<file path="config.mk">
export PLATFORM = sky130hd
export DESIGN_NAME = nav_msg_serializer_flat
export DESIGN_NICKNAME = d
export VERILOG_FILES = /design/src/rtl/nav_msg_serializer_pkg.sv /design/src/rtl/nav_msg_serializer_if.sv /design/src/rtl/nav_bit_epoch_counter.sv /design/src/rtl/nav_msg_serializer.sv /design/src/flat_wrapper.sv
export SDC_FILE = /design/constraint.sdc
export NUM_CORES = 1
export LEC_CHECK = 0
export CORE_MARGIN = 1
export CORE_UTILIZATION = 57
export CTS_CLUSTER_DIAMETER = 100
export DETAILED_ROUTE_END_ITERATION = 12
export MAX_ROUTING_LAYER = met4
export PLACE_DENSITY_LB_ADDON = 0.25
export SKIP_LAST_GASP = 1
export SLEW_MARGIN = 20
export SYNTH_ARGS = -nofsm -noshare
export SYNTH_HDL_FRONTEND = slang
export SYNTH_SLANG_ARGS = --single-unit
</file>
<file path="constraint.sdc">
create_clock -name clk_in -period 1.95 [get_ports clk_in]
set_input_delay 0.2925 -clock clk_in [delete_from_list [all_inputs] [get_ports clk_in]]
set_output_delay 0.2925 -clock clk_in [all_outputs]
set_load 0.005 [all_outputs]
</file>
<file path="src/rtl/nav_msg_serializer_pkg.sv">
// Shared defaults and state encoding for the GPS nav-data serializer.
package nav_msg_serializer_pkg;

  localparam int unsigned CHIPS_PER_BIT_DEF      = 20460;
  localparam int unsigned WORD_BITS_DEF          = 30;
  localparam int unsigned WORDS_PER_SUBFRAME_DEF = 10;

  typedef enum logic {
    ST_IDLE = 1'b0,
    ST_RUN  = 1'b1
  } state_e;

endpackage

</file>
<file path="src/rtl/nav_msg_serializer_if.sv">
// Valid/ready word handshake between the nav-message source and the serializer.
interface nav_msg_serializer_if
  import nav_msg_serializer_pkg::*;
#(
  parameter int unsigned WORD_BITS = WORD_BITS_DEF
);

  logic [WORD_BITS-1:0] word_data;
  logic                 word_valid;
  logic                 word_ready;

  modport master (output word_data, output word_valid, input  word_ready);
  modport slave  (input  word_data, input  word_valid, output word_ready);

endinterface

</file>
<file path="src/rtl/nav_bit_epoch_counter.sv">
// Free-running chip counter marking the last chip of each nav-bit epoch.
module nav_bit_epoch_counter
  import nav_msg_serializer_pkg::*;
#(
  parameter int unsigned CHIPS_PER_BIT = CHIPS_PER_BIT_DEF
) (
  input  logic clk_in,
  input  logic rst,
  output logic bit_strobe
);

  localparam int unsigned CNT_W = $clog2(CHIPS_PER_BIT);
  localparam logic [CNT_W-1:0] CNT_LAST = CNT_W'(CHIPS_PER_BIT - 1);

  logic [CNT_W-1:0] cnt_q, cnt_d;
  logic             strobe_q, strobe_d;

  // Strobe is registered from the next count so it coincides with cnt == last.
  always_comb begin
    cnt_d    = (cnt_q == CNT_LAST) ? '0 : cnt_q + CNT_W'(1);
    strobe_d = (cnt_d == CNT_LAST);
  end

  always_ff @(posedge clk_in or negedge rst) begin
    if (!rst) begin
      cnt_q    <= '0;
      strobe_q <= 1'b0;
    end else begin
      cnt_q    <= cnt_d;
      strobe_q <= strobe_d;
    end
  end

  assign bit_strobe = strobe_q;

endmodule

</file>
<file path="src/rtl/nav_msg_serializer.sv">
// 50 bps nav-data serializer: buffers one word, shifts it out MSB first per epoch,
// and modulates the C/A chip stream with the current data bit.
module nav_msg_serializer
  import nav_msg_serializer_pkg::*;
#(
  parameter int unsigned CHIPS_PER_BIT      = CHIPS_PER_BIT_DEF,
  parameter int unsigned WORD_BITS          = WORD_BITS_DEF,
  parameter int unsigned WORDS_PER_SUBFRAME = WORDS_PER_SUBFRAME_DEF
) (
  input  logic                 clk_in,
  input  logic                 rst,
  nav_msg_serializer_if.slave  bus,
  input  logic                 code_chip,
  output logic                 nav_bit,
  output logic                 bit_strobe,
  output logic                 subframe_start,
  output logic                 tx_chip,
  output logic                 underrun
);

  localparam int unsigned BIT_W  = $clog2(WORD_BITS);
  localparam int unsigned WIDX_W = $clog2(WORDS_PER_SUBFRAME);
  localparam logic [BIT_W-1:0]  BIT_LAST  = BIT_W'(WORD_BITS - 1);
  localparam logic [WIDX_W-1:0] WIDX_LAST = WIDX_W'(WORDS_PER_SUBFRAME - 1);

  state_e                state_q, state_d;
  logic                  word_ready_q, word_ready_d;
  logic [WORD_BITS-1:0]  buf_q, buf_d;
  logic [WORD_BITS-1:0]  shreg_q, shreg_d;
  logic [BIT_W-1:0]      bit_idx_q, bit_idx_d;
  logic [WIDX_W-1:0]     word_idx_q, word_idx_d;
  logic [WIDX_W-1:0]     widx_inc;
  logic                  nav_bit_q, nav_bit_d;
  logic                  sfs_q, sfs_d;
  logic                  tx_chip_q, tx_chip_d;
  logic                  underrun_q, underrun_d;
  logic                  strobe;

  nav_bit_epoch_counter #(
    .CHIPS_PER_BIT (CHIPS_PER_BIT)
  ) u_epoch (
    .clk_in     (clk_in),
    .rst        (rst),
    .bit_strobe (strobe)
  );

  // Handshake capture, epoch-boundary sequencing and chip modulation.
  always_comb begin
    state_d      = state_q;
    word_ready_d = word_ready_q;
    buf_d        = buf_q;
    shreg_d      = shreg_q;
    bit_idx_d    = bit_idx_q;
    word_idx_d   = word_idx_q;
    nav_bit_d    = nav_bit_q;
    sfs_d        = sfs_q;
    underrun_d   = 1'b0;
    tx_chip_d    = code_chip ^ nav_bit_q;
    widx_inc     = (word_idx_q == WIDX_LAST) ? '0 : word_idx_q + WIDX_W'(1);

    if (bus.word_valid && word_ready_q) begin
      buf_d        = bus.word_data;
      word_ready_d = 1'b0;
    end

    if (strobe) begin
      case (state_q)
        ST_IDLE: begin
          if (!word_ready_q) begin
            state_d      = ST_RUN;
            shreg_d      = buf_q;
            word_ready_d = 1'b1;
            bit_idx_d    = '0;
            word_idx_d   = '0;
            nav_bit_d    = buf_q[WORD_BITS-1];
            sfs_d        = 1'b1;
          end
        end
        ST_RUN: begin
          if (bit_idx_q != BIT_LAST) begin
            shreg_d   = shreg_q << 1;
            bit_idx_d = bit_idx_q + BIT_W'(1);
            nav_bit_d = shreg_q[WORD_BITS-2];
            sfs_d     = 1'b0;
          end else if (!word_ready_q) begin
            // Back-to-back word: no gap, subframe position advances.
            shreg_d      = buf_q;
            word_ready_d = 1'b1;
            bit_idx_d    = '0;
            word_idx_d   = widx_inc;
            nav_bit_d    = buf_q[WORD_BITS-1];
            sfs_d        = (widx_inc == '0);
          end else begin
            state_d    = ST_IDLE;
            bit_idx_d  = '0;
            word_idx_d = '0;
            nav_bit_d  = 1'b0;
            sfs_d      = 1'b0;
            underrun_d = 1'b1;
          end
        end
        default: state_d = ST_IDLE;
      endcase
    end
  end

  always_ff @(posedge clk_in or negedge rst) begin
    if (!rst) begin
      state_q      <= ST_IDLE;
      word_ready_q <= 1'b1;
      buf_q        <= '0;
      shreg_q      <= '0;
      bit_idx_q    <= '0;
      word_idx_q   <= '0;
      nav_bit_q    <= 1'b0;
      sfs_q        <= 1'b0;
      tx_chip_q    <= 1'b0;
      underrun_q   <= 1'b0;
    end else begin
      state_q      <= state_d;
      word_ready_q <= word_ready_d;
      buf_q        <= buf_d;
      shreg_q      <= shreg_d;
      bit_idx_q    <= bit_idx_d;
      word_idx_q   <= word_idx_d;
      nav_bit_q    <= nav_bit_d;
      sfs_q        <= sfs_d;
      tx_chip_q    <= tx_chip_d;
      underrun_q   <= underrun_d;
    end
  end

  assign bus.word_ready  = word_ready_q;
  assign nav_bit         = nav_bit_q;
  assign bit_strobe      = strobe;
  assign subframe_start  = sfs_q;
  assign tx_chip         = tx_chip_q;
  assign underrun        = underrun_q;

endmodule

</file>
<file path="src/flat_wrapper.sv">
// flat-port wrapper written by rule: the top's interface ports become plain ports
module nav_msg_serializer_flat import nav_msg_serializer_pkg::*;
#(
  parameter int unsigned CHIPS_PER_BIT      = CHIPS_PER_BIT_DEF,
  parameter int unsigned WORD_BITS          = WORD_BITS_DEF,
  parameter int unsigned WORDS_PER_SUBFRAME = WORDS_PER_SUBFRAME_DEF
)
  (clk_in, rst, code_chip, nav_bit, bit_strobe, subframe_start, tx_chip, underrun, bus_word_data, bus_word_valid, bus_word_ready);
  nav_msg_serializer_if #(.WORD_BITS(WORD_BITS)) bus_i ();
  input  logic clk_in;
  input  logic rst;
  input  logic code_chip;
  output logic nav_bit;
  output logic bit_strobe;
  output logic subframe_start;
  output logic tx_chip;
  output logic underrun;
  input wire logic [$bits(bus_i.word_data)-1:0] bus_word_data;
  input wire logic [$bits(bus_i.word_valid)-1:0] bus_word_valid;
  output wire logic [$bits(bus_i.word_ready)-1:0] bus_word_ready;
  assign bus_i.word_data = bus_word_data;
  assign bus_i.word_valid = bus_word_valid;
  assign bus_word_ready = bus_i.word_ready;
  nav_msg_serializer #(.CHIPS_PER_BIT(CHIPS_PER_BIT), .WORD_BITS(WORD_BITS), .WORDS_PER_SUBFRAME(WORDS_PER_SUBFRAME)) u_core (.clk_in(clk_in), .rst(rst), .bus(bus_i), .code_chip(code_chip), .nav_bit(nav_bit), .bit_strobe(bit_strobe), .subframe_start(subframe_start), .tx_chip(tx_chip), .underrun(underrun));
endmodule
</file>
Figure 1. Ports around the boundary.
Scale bar: 20 um. Pins as bars across the die edge, other pins in grey.
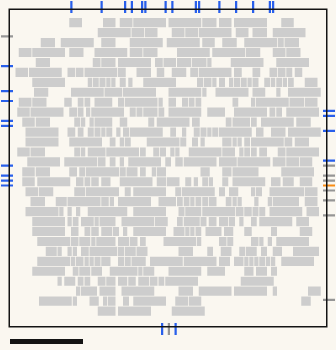
| colour | port | pins | direction | edge |
|---|---|---|---|---|
| blue | bus_word_data | 30 | input | 15 top, 9 left, 4 right, 2 bottom |
| orange | nav_bit | 1 | output | right |
all pins by edge: 15 top, 12 right, 10 left, 3 bottom

Figure 2. Zoomed window.
Scale bar: 5 um. Window x 33 to 53, y 50 to 70 um. Cells in grey, sequential cells in the stronger grey; small squares are vias.
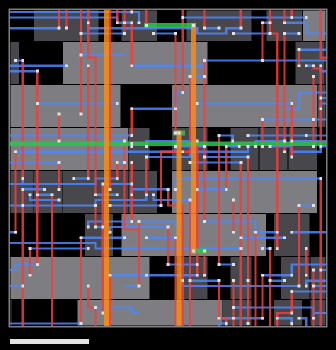
| colour | layer |
|---|---|
| green | metal 3 |
| red | metal 2 |
| orange | metal 4 |
| blue | metal 1 |
sequential cells in the window: 8
netlist names of flops here include: u_core.shreg_q (7), u_core.buf_q (1)
cells with their middle in the window: 31
most frequent: dfrtp_1 (8), a21oi_1 (7), o21ai_0 (6)

Figure 3. Wire density map.
The die is cut into 17 by 17 equal tiles; white is low, dark blue is high, scaled to the fullest tile. Values are wire area over tile area, all layers added.
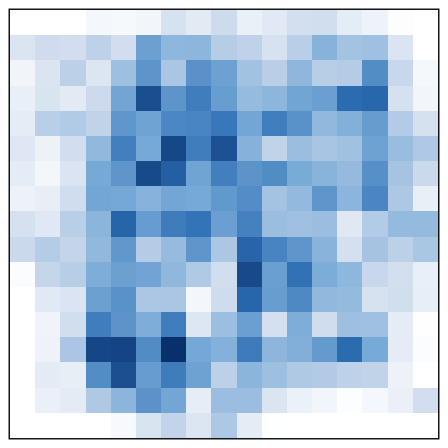
densest ninth of the die: centre
mean over tiles: 0.17
fullest tile: 0.47
emptiest ninth of the die: lower right
tiles over half the peak: 30%

Figure 4. Gate families picked out.
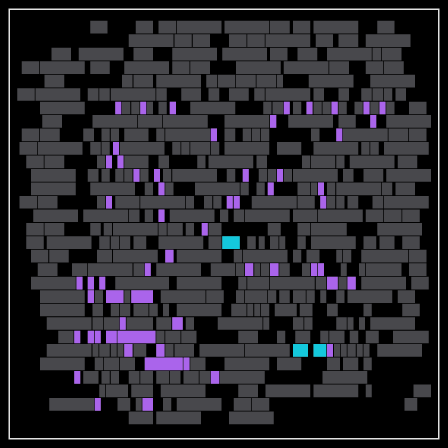
| colour | family | cells |
|---|---|---|
| cyan | non-inverting ao/oa cells | 3 |
| purple | nor cells | 58 |

Figure 5. Clock nets.
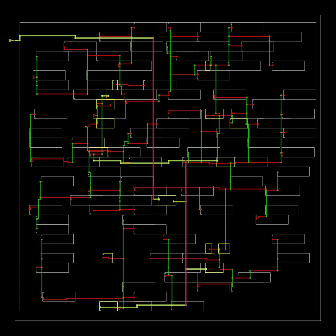
# clk buffers: 12
flop count: 90
Num CTS Buffers: 9
clock skew: 0.00900 ns

==> impl_metrics.tcl <==
# collected from the flow reports
set metrics [dict create \
    vias_per_cell 5.65 \
    grt_pass1_vias 2911 \
    drt_iter0_drc 201 \
    placed_cells 515 \
    crit_start "u_core.bit_idx_q[1]" \
    grt_max_degree 40 \
    slew_violations 0 \
    cp_slowest_stage_delay_ns 0.41 \
    postCtsSetupBuffers 0 \
    logic_family "simple AND/OR/NAND/NOR gates" \
    crit_type "flop to flop" \
    route.detailed.drc 0 \
    n_all_buffers 55 \
    ys_seq_frac 0.555 \
    synth-edff-count 0 \
    grt_pass1_wl_um 13700 \
    postSynth.asyncResetShare 1.00 \
    peakVddDrop_mv 0.422 \
    dieWidth_um 86.4 \
    grtUsageMet1 0.326 \
    wl_per_cell_um 15.1 \
    final_area_um2 4840 \
    syn-cell-area_um2 4060 \
    avgSynthCellArea_um2 10.6 \
    simple_gate_share 0.178 \
    max_cap_violations 0 \
    place_congestion 0.908 \
    nWellTaps 96 \
    outcome "complete, no violations" \
    first_pass_iters 4 \
    top_usage_layer "met2" \
    grt_use_met2 0.374 \
    critPathSlowestCell "dfrtp_1" \
    synth_cell_types 40 \
    top_cell_area_share 0.548 \
    mux_share 0.0856 \
    r2r.worst_path.cells 8 \
    core_area_um2 6830 \
    flop_area_um2 2250 \
    cp_max_fo 19 \
    layout-drive-gt1-share 0.161 \
    syn2layout_area_growth_pct 19.2 \
    comb_cells 269 \
    antenna_left 0 \
    clock_area_frac 0.0405 \
    reg2reg_to "u_core.shreg_q[2]" \
    worst_pin_slew_ns 0.515 \
    yosys_warnings 0 \
    crit_family "simple AND/OR/NAND/NOR gates" \
    layout_top_cell "dfrtp_1" \
    overflow 0 \
    holdCritPathClass "input pin to async pin" \
    setup.worst_path.start_class "flop" \
    p_per_area_nw_per_um2 724 \
    seq_area_frac 0.465 \
    final_layout_top_logic_cells "dfrtp_1 (89), o21ai_0 (46), nor2_1 (43), clkdlybuf4s50_1 (38), a21oi_1 (31)" \
    num_rows 30 \
    final-nonclk-buf-share 0.113 \
    ys_cells 385 \
    dieArea_um2 7470 \
    fin_crit_ns 1.81 \
    antenna_found_initial 0 \
    num_vias 3004 \
    end_kind "flop" \
]
-- registers in the layout, summed over array words and instances, names as in the netlist --
name / cells
u_core.bit_idx_q: 5
u_core.buf_q: 30
u_core.bus.word_ready: 1
u_core.nav_bit: 1
u_core.shreg_q: 29
u_core.state_q: 1
u_core.subframe_start: 1
u_core.tx_chip: 1
u_core.u_epoch.bit_strobe: 1
u_core.u_epoch.cnt_q: 15
u_core.underrun: 1
u_core.word_idx_q: 4
-- where the power goes --
| part | total [W] | internal [W] | switching [W] |
|---|---|---|---|
| sequential | 0.00198 | 0.00194 | 0.0000379 |
| combinational | 0.000261 | 0.000161 | 0.0000993 |
| clock | 0.00127 | 0.000629 | 0.000640 |
-- per-stage QoR --
step / setup slack (ns) / total power (W) / util
6_report: 0.141 / 0.00351 / 0.709
5_1_grt: 0.0285 / 0.00365 / 0.709
4_1_cts: 0.107 / 0.00354 / 0.709
3_5_place_dp: 0.168 / 0.00227 / 0.679
3_3_place_gp: 0.225 / 0.00226 / 0.679
2_1_floorplan: 0.154 / 0.00212 / -
-- how the worst max path moves through the flow --
stage | endpoint
after floorplan | u_core.shreg_q[1]
after global placement | u_core.shreg_q[26]
after detailed placement | u_core.shreg_q[3]
after CTS | u_core.shreg_q[3]
after global routing | u_core.shreg_q[27]
final | u_core.shreg_q[2]
-- Yosys cell counts (4+ instances only) --
cell,number
clkbuf_1,17
inv_1,6
a21oi_1,31
nand4_1,6
ha_1,4
xnor2_1,11
dfrtp_1,89
mux2_2,30
nor2_1,43
nor3_1,7
xor2_1,5
o21ai_0,46
nand2_1,20
or3_1,29
nand3_1,11
-- what timing repair did --
item / in CTS / in global routing
hold endpoints to repair: 36 / 0
gates resized: 0 / 1
setup endpoints to repair: 0 / 3
hold buffers: 1 / 0
No activity file was given, so power comes from the tool's default toggle rates.
